--- src/rtl/tc_pkg.sv ---
// rtl/tc_pkg.sv - Shared types and constants for the timer_counter block
// Contents: FSM state enum, register offsets, CTRL bit positions, mode codes,
//           prescale field width, and the auto-reload mode decode helper.
package tc_pkg;

    typedef enum logic [1:0] {
        ST_IDLE = 2'b00,
        ST_LOAD = 2'b01,
        ST_CNT  = 2'b10,
        ST_INT  = 2'b11
    } tc_state_e;

    localparam logic [1:0] OFF_CTRL   = 2'b00;
    localparam logic [1:0] OFF_PRESET = 2'b01;
    localparam logic [1:0] OFF_COUNT  = 2'b10;

    localparam int CTRL_EN      = 0;
    localparam int CTRL_MODE_LO = 1;
    localparam int CTRL_MODE_HI = 2;
    localparam int CTRL_IM      = 3;
    localparam int CTRL_PS_LO   = 4;

    localparam int PRESCALE_W = 3;

    localparam logic [1:0] MODE_ONESHOT = 2'b00;
    localparam logic [1:0] MODE_RELOAD  = 2'b01;

    // Only 01 reloads; 00 and both 1x codes behave as one-shot.
    function automatic logic is_reload(input logic [1:0] mode);
        return mode == MODE_RELOAD;
    endfunction

endpackage

--- src/rtl/timer_counter_if.sv ---
// rtl/timer_counter_if.sv - Bridge-side register bus for timer_counter
// Signals: addr[29:0] word address, we write strobe, wdata[31:0],
//          rdata[31:0] combinational read data, irq interrupt request.
// Modports: master (bridge side), slave (timer side).
interface timer_counter_if;
    logic [29:0] addr;
    logic        we;
    logic [31:0] wdata;
    logic [31:0] rdata;
    logic        irq;

    modport master (output addr, output we, output wdata, input rdata, input irq);
    modport slave  (input addr, input we, input wdata, output rdata, output irq);
endinterface

--- src/rtl/tc_prescaler.sv ---
// rtl/tc_prescaler.sv - Tick generator pulsing once every 2^p cycles
// Ports: clk, reset (sync, active-low), clr (restart count), p (exponent),
//        tick (high for one cycle each time the low p bits of the counter wrap).
// Used only when TC_PRESCALE_EN is defined.
module tc_prescaler
    import tc_pkg::*;
#(
    parameter int PS_W = PRESCALE_W
) (
    input  logic            clk,
    input  logic            reset,
    input  logic            clr,
    input  logic [PS_W-1:0] p,
    output logic            tick
);
    // Wide enough for the largest exponent; its full wrap is a multiple of every 2^p.
    localparam int CNT_W = (1 << PS_W) - 1;

    logic [CNT_W-1:0] cnt_q;
    logic [CNT_W-1:0] mask;

    // p = 0 gives an empty mask, so tick is permanently high.
    assign mask = ~({CNT_W{1'b1}} << p);
    assign tick = (cnt_q & mask) == mask;

    always_ff @(posedge clk) begin
        if (!reset) begin
            cnt_q <= '0;
        end else if (clr) begin
            cnt_q <= '0;
        end else begin
            cnt_q <= cnt_q + 1'b1;
        end
    end
endmodule

--- src/rtl/timer_counter.sv ---
// rtl/timer_counter.sv - Memory-mapped 32-bit down-counting timer with interrupt
// Ports: clk, reset (sync, active-low, 0 = reset),
//        bus (timer_counter_if.slave: addr, we, wdata in; rdata, irq out).
// Registers (addr[1:0]): 00 CTRL {IM,MODE,EN}, 01 PRESET, 10 COUNT (RO), 11 reserved.
// Optional macro TC_PRESCALE_EN: CTRL[3+PRESCALE_W:4] prescale exponent.
module timer_counter
    import tc_pkg::*;
(
    input  logic           clk,
    input  logic           reset,
    timer_counter_if.slave bus
);
    tc_state_e   state_q, state_d;
    logic        ctrl_en_q;
    logic [1:0]  ctrl_mode_q;
    logic        ctrl_im_q;
    logic [31:0] preset_q;
    logic [31:0] count_q;
    logic        irq_flag_q;
    logic        irq_q;

    logic        ctrl_wr, preset_wr;
    logic        tick;
    logic        do_load, do_dec, do_expire, int_oneshot, int_reload;
    logic [31:0] ctrl_rd;
    logic [31:0] rdata_c;
    logic        unused_addr;

    // Window selection is done by the bridge; only the register offset matters here.
    assign unused_addr = ^bus.addr[29:2];

    assign ctrl_wr   = bus.we && (bus.addr[1:0] == OFF_CTRL);
    assign preset_wr = bus.we && (bus.addr[1:0] == OFF_PRESET);

`ifdef TC_PRESCALE_EN
    logic [PRESCALE_W-1:0] ctrl_ps_q;

    always_ff @(posedge clk) begin
        if (!reset) begin
            ctrl_ps_q <= '0;
        end else if (ctrl_wr) begin
            ctrl_ps_q <= bus.wdata[CTRL_PS_LO +: PRESCALE_W];
        end
    end

    tc_prescaler #(.PS_W(PRESCALE_W)) u_prescaler (
        .clk   (clk),
        .reset (reset),
        .clr   (ctrl_wr || (state_q == ST_LOAD)),
        .p     (ctrl_ps_q),
        .tick  (tick)
    );
`else
    assign tick = 1'b1;
`endif

    always_ff @(posedge clk) begin
        if (!reset) begin
            state_q <= ST_IDLE;
        end else begin
            state_q <= state_d;
        end
    end

    always_comb begin
        state_d = state_q;
        case (state_q)
            ST_IDLE: if (ctrl_en_q) state_d = ST_LOAD;
            ST_LOAD: state_d = ST_CNT;
            ST_CNT: begin
                if (!ctrl_en_q) begin
                    state_d = ST_IDLE;
                end else if (tick && (count_q <= 32'd1)) begin
                    state_d = ST_INT;
                end
            end
            ST_INT:  state_d = is_reload(ctrl_mode_q) ? ST_LOAD : ST_IDLE;
            default: state_d = ST_IDLE;
        endcase
    end

    always_comb begin
        do_load     = 1'b0;
        do_dec      = 1'b0;
        do_expire   = 1'b0;
        int_oneshot = 1'b0;
        int_reload  = 1'b0;
        case (state_q)
            ST_LOAD: do_load = 1'b1;
            ST_CNT: begin
                if (ctrl_en_q && tick) begin
                    if (count_q > 32'd1) begin
                        do_dec = 1'b1;
                    end else begin
                        do_expire = 1'b1;
                    end
                end
            end
            ST_INT: begin
                if (is_reload(ctrl_mode_q)) begin
                    int_reload = 1'b1;
                end else begin
                    int_oneshot = 1'b1;
                end
            end
            default: ;
        endcase
    end

    // A CPU write to CTRL overrides the one-shot EN auto-clear in the same cycle.
    always_ff @(posedge clk) begin
        if (!reset) begin
            ctrl_en_q   <= 1'b0;
            ctrl_mode_q <= MODE_ONESHOT;
            ctrl_im_q   <= 1'b0;
            preset_q    <= '0;
        end else begin
            if (ctrl_wr) begin
                ctrl_en_q   <= bus.wdata[CTRL_EN];
                ctrl_mode_q <= bus.wdata[CTRL_MODE_HI:CTRL_MODE_LO];
                ctrl_im_q   <= bus.wdata[CTRL_IM];
            end else if (int_oneshot) begin
                ctrl_en_q <= 1'b0;
            end
            if (preset_wr) begin
                preset_q <= bus.wdata;
            end
        end
    end

    always_ff @(posedge clk) begin
        if (!reset) begin
            count_q <= '0;
        end else if (do_load) begin
            count_q <= preset_q;
        end else if (do_dec) begin
            count_q <= count_q - 32'd1;
        end else if (do_expire) begin
            count_q <= '0;
        end
    end

    // Expiry sets the flag even if CTRL is written in the same cycle so the event is not lost.
    always_ff @(posedge clk) begin
        if (!reset) begin
            irq_flag_q <= 1'b0;
            irq_q      <= 1'b0;
        end else begin
            if (do_expire) begin
                irq_flag_q <= 1'b1;
            end else if (ctrl_wr || int_reload) begin
                irq_flag_q <= 1'b0;
            end
            irq_q <= irq_flag_q & ctrl_im_q;
        end
    end

    always_comb begin
        ctrl_rd                             = '0;
        ctrl_rd[CTRL_EN]                    = ctrl_en_q;
        ctrl_rd[CTRL_MODE_HI:CTRL_MODE_LO]  = ctrl_mode_q;
        ctrl_rd[CTRL_IM]                    = ctrl_im_q;
`ifdef TC_PRESCALE_EN
        ctrl_rd[CTRL_PS_LO +: PRESCALE_W]   = ctrl_ps_q;
`endif
    end

    always_comb begin
        rdata_c = '0;
        case (bus.addr[1:0])
            OFF_CTRL:   rdata_c = ctrl_rd;
            OFF_PRESET: rdata_c = preset_q;
            OFF_COUNT:  rdata_c = count_q;
            default:    rdata_c = '0;
        endcase
    end

    assign bus.rdata = rdata_c;
    assign bus.irq   = irq_q;
endmodule

--- src/flat_wrapper.sv ---
// flat-port wrapper written by rule: the top's interface ports become plain ports
module timer_counter_flat import tc_pkg::*;
  (clk, reset, bus_addr, bus_we, bus_wdata, bus_rdata, bus_irq);
  timer_counter_if bus_i ();
  input  logic clk;
  input  logic reset;
  input wire logic [$bits(bus_i.addr)-1:0] bus_addr;
  input wire logic [$bits(bus_i.we)-1:0] bus_we;
  input wire logic [$bits(bus_i.wdata)-1:0] bus_wdata;
  output wire logic [$bits(bus_i.rdata)-1:0] bus_rdata;
  output wire logic [$bits(bus_i.irq)-1:0] bus_irq;
  assign bus_i.addr = bus_addr;
  assign bus_i.we = bus_we;
  assign bus_i.wdata = bus_wdata;
  assign bus_rdata = bus_i.rdata;
  assign bus_irq = bus_i.irq;
  timer_counter u_core (.clk(clk), .reset(reset), .bus(bus_i));
endmodule
--- config.mk ---
export PLATFORM = sky130hd
export DESIGN_NAME = timer_counter_flat
export DESIGN_NICKNAME = d
export VERILOG_FILES = /design/src/rtl/tc_pkg.sv /design/src/rtl/timer_counter_if.sv /design/src/rtl/tc_prescaler.sv /design/src/rtl/timer_counter.sv /design/src/flat_wrapper.sv
export SDC_FILE = /design/constraint.sdc
export NUM_CORES = 1
export LEC_CHECK = 0
export CAP_MARGIN = 20
export CELL_PAD_IN_SITES_DETAIL_PLACEMENT = 1
export CELL_PAD_IN_SITES_GLOBAL_PLACEMENT = 1
export CORE_MARGIN = 2
export CORE_UTILIZATION = 38
export CTS_CLUSTER_DIAMETER = 150
export DETAILED_ROUTE_END_ITERATION = 8
export HOLD_SLACK_MARGIN = 0.12
export PLACE_DENSITY_LB_ADDON = 0.08
export SLEW_MARGIN = 15
export SYNTH_ARGS = -nofsm -noshare
export SYNTH_HDL_FRONTEND = slang
export SYNTH_SLANG_ARGS = --single-unit
--- constraint.sdc ---
create_clock -name clk -period 5.55 [get_ports clk]
set_clock_uncertainty 0.1 [all_clocks]
set_input_delay 0.555 -clock clk [delete_from_list [all_inputs] [get_ports clk]]
set_output_delay 0.555 -clock clk [all_outputs]
set_load 0.02 [all_outputs]
Fig. 1: signal wires by layer
Scale bar: 20 µm. Two of the layers only.
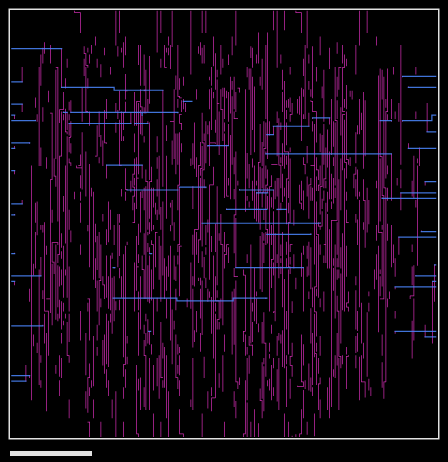
met2: marked magenta, wire length 6100 µm. met3: marked blue, wire length 428 µm.

Fig. 2: where the registers sit
Scale bar: 20 µm. Other sequential cells in the stronger grey, the rest of the logic in the fainter grey.
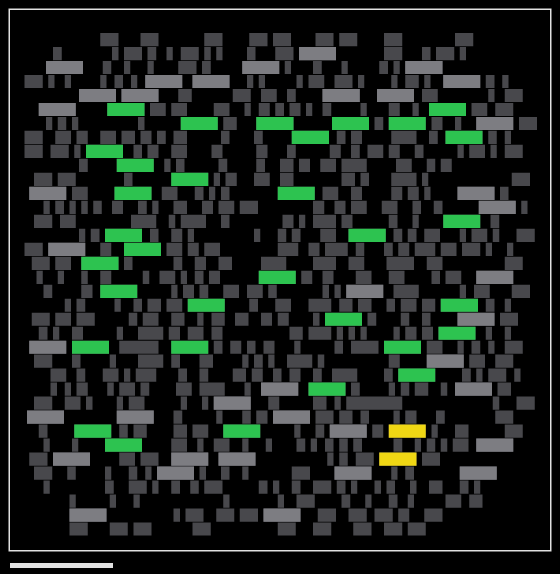
`u_core.ctrl_mode_q`: marked yellow, placed flops 2. `u_core.count_q`: marked green, placed flops 32.
Another 38 sequential cells are not coloured.

==> changes_impl.md <==
### Physical design

- Power Dens Cells: 225 nW/µm²
- Vias in the first global route: 4016
- Clk Tree Root Cell: clkbuf_8
- Global-route wire length before repair: just over 20 mm
- Top cells by area: dfxtp_1, nand2_1, a21oi_1, a22o_1, clkbuf_1
- RePlAce Congestion: 0.786
- H-tree level count: 3
- Status: finished, final reports clean
- GRT Total Usage: 0.230
- Switching share of total power: 0.255
- Core Area: about 9800 µm²
- Drc violations: 0
- Ports: about 100
- Reg area: around 1400 µm²
- Hold crit path type: flip-flop to flip-flop
- Yosys top cell by area: dfxtp_1
- Clock Path Buffers: 2
- And+or+nand+nor area frac: 0.265
- Syn Area/Cell: approximately 7.6 µm²
- Post-synthesis net count: roughly 580
- Yosys cell count: approximately 500
- Die height: roughly 110 µm
- Die X: between 100 and 150 µm
- Critical path buffers and inverters: 3
- Area of the multi-input gates: 2240 µm²
- Fmax: 298 MHz
- Max-area cell share: 0.372
- Final Cell Area: between 4000 and 5000 µm²
- Tool Warnings: 55
- Gate count of the mapped netlist: 513
- Router iterations before antenna repair: 5
- Via-to-Cell Ratio: 5.81
- Most frequent cells in the layout: nand2_1, dfxtp_1, clkdlybuf4s50_1
- Count of hold buffers inserted by post-cts repair: 0
- Largest regs: u_core.count_q (32), u_core.preset_q (32)
- Ys flops: 72
- Startpoint types: input port
- Adders+Majority by Area: 0.00645
- Fin. Hold Viols: 0
- Min cycle time layout: 3.35 ns
- CP max-delay cell: clkdlybuf4s50_1
- Req. time, crit path: 4.89 ns
- Setup bufs post-CTS: 0
- Crit path max-delay family: buffers and inverters
- N_diodes: 0
- Std cell rows: 36
- Main flop type: dfxtp_1
Fig. 3: clock wiring as the flow saved it
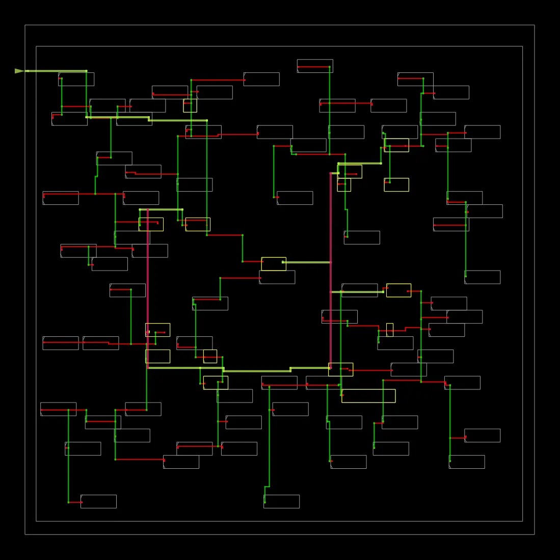
# clk buffers: 12
CTS buffer count: 9
Clock Latency Late Sink: 0.35 ns

Fig. 4: cell classes on the final placement
Fill, decap, tap and diode cells in grey.
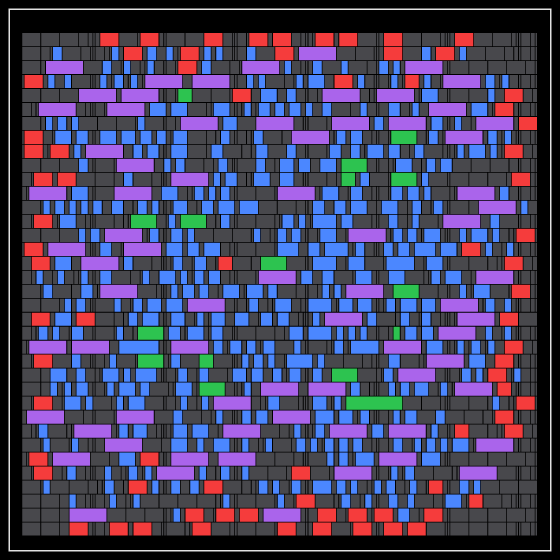
all other logic: marked blue, cells 392. flip-flops: marked purple, cells 72. other buffers and delay cells: marked red, cells 75. clock drivers and dummy loads: marked green, cells 16.

[cell type report]
type | count | area share
inverter | 6 | 0.00468
timing repair buffer | 75 | 0.153
tap | 133 | 0.0346
clock inverter | 4 | 0.0109
clock buffer | 12 | 0.0322
multi-input combinational | 386 | 0.465
sequential | 72 | 0.300
[metrics by stage]
stage | total power, mW | util
final | 1.08 | 0.490
after detailed placement | 0.651 | 0.469
after global placement | 0.648 | 0.469
after global routing | 1.12 | 0.490
after CTS | 1.09 | 0.490
after floorplan | 0.599 | -
[final timing paths]
check        slack (ns)  cells past startpoint             endpoint           startpoint
max                2.20                      5        bus_rdata[11]          bus_addr[0]
min                0.38                      2  u_core.preset_q[29]  u_core.preset_q[29]
max reg2reg        2.53                      6    u_core.count_q[3]     u_core.ctrl_en_q
min reg2reg        0.38                      2  u_core.preset_q[29]  u_core.preset_q[29]
[cell families (layout without fill, tap and decap cells)]
logic type / after synthesis / after routing
compound gates: 161 / 161
xor+xnor: 8 / 8
fa+ha+maj: 2 / 2
buf+inv: 55 / 97
flops: 72 / 72
mux: 4 / 4
simple gates: 211 / 211
[Yosys cell counts (4+ instances only)]
cell	n
a21oi_1	54
a22o_1	28
a22oi_1	9
a31oi_1	23
clkbuf_1	45
dfxtp_1	72
inv_1	5
mux2i_1	4
nand2_1	109
nand3_1	26
nand4_1	4
nor2_1	15
nor2b_1	5
nor3_1	11
nor4_1	10
o21ai_0	18
o21ai_1	4
o31a_1	12
or3_1	7
or4_1	4
xor2_1	5
[layer usage]
metal / part of all wire / vias to the layer above / track usage
li1: - / 1933 / -
met1: 0.46 / 1970 / 0.300
met3: 0.035 / 11 / 0.0393
met4: 0.0091 / 0 / 0.0552
met5: 0 / - / 0
met2: 0.49 / 80 / 0.394
Power is estimated from default activity; no workload was simulated.
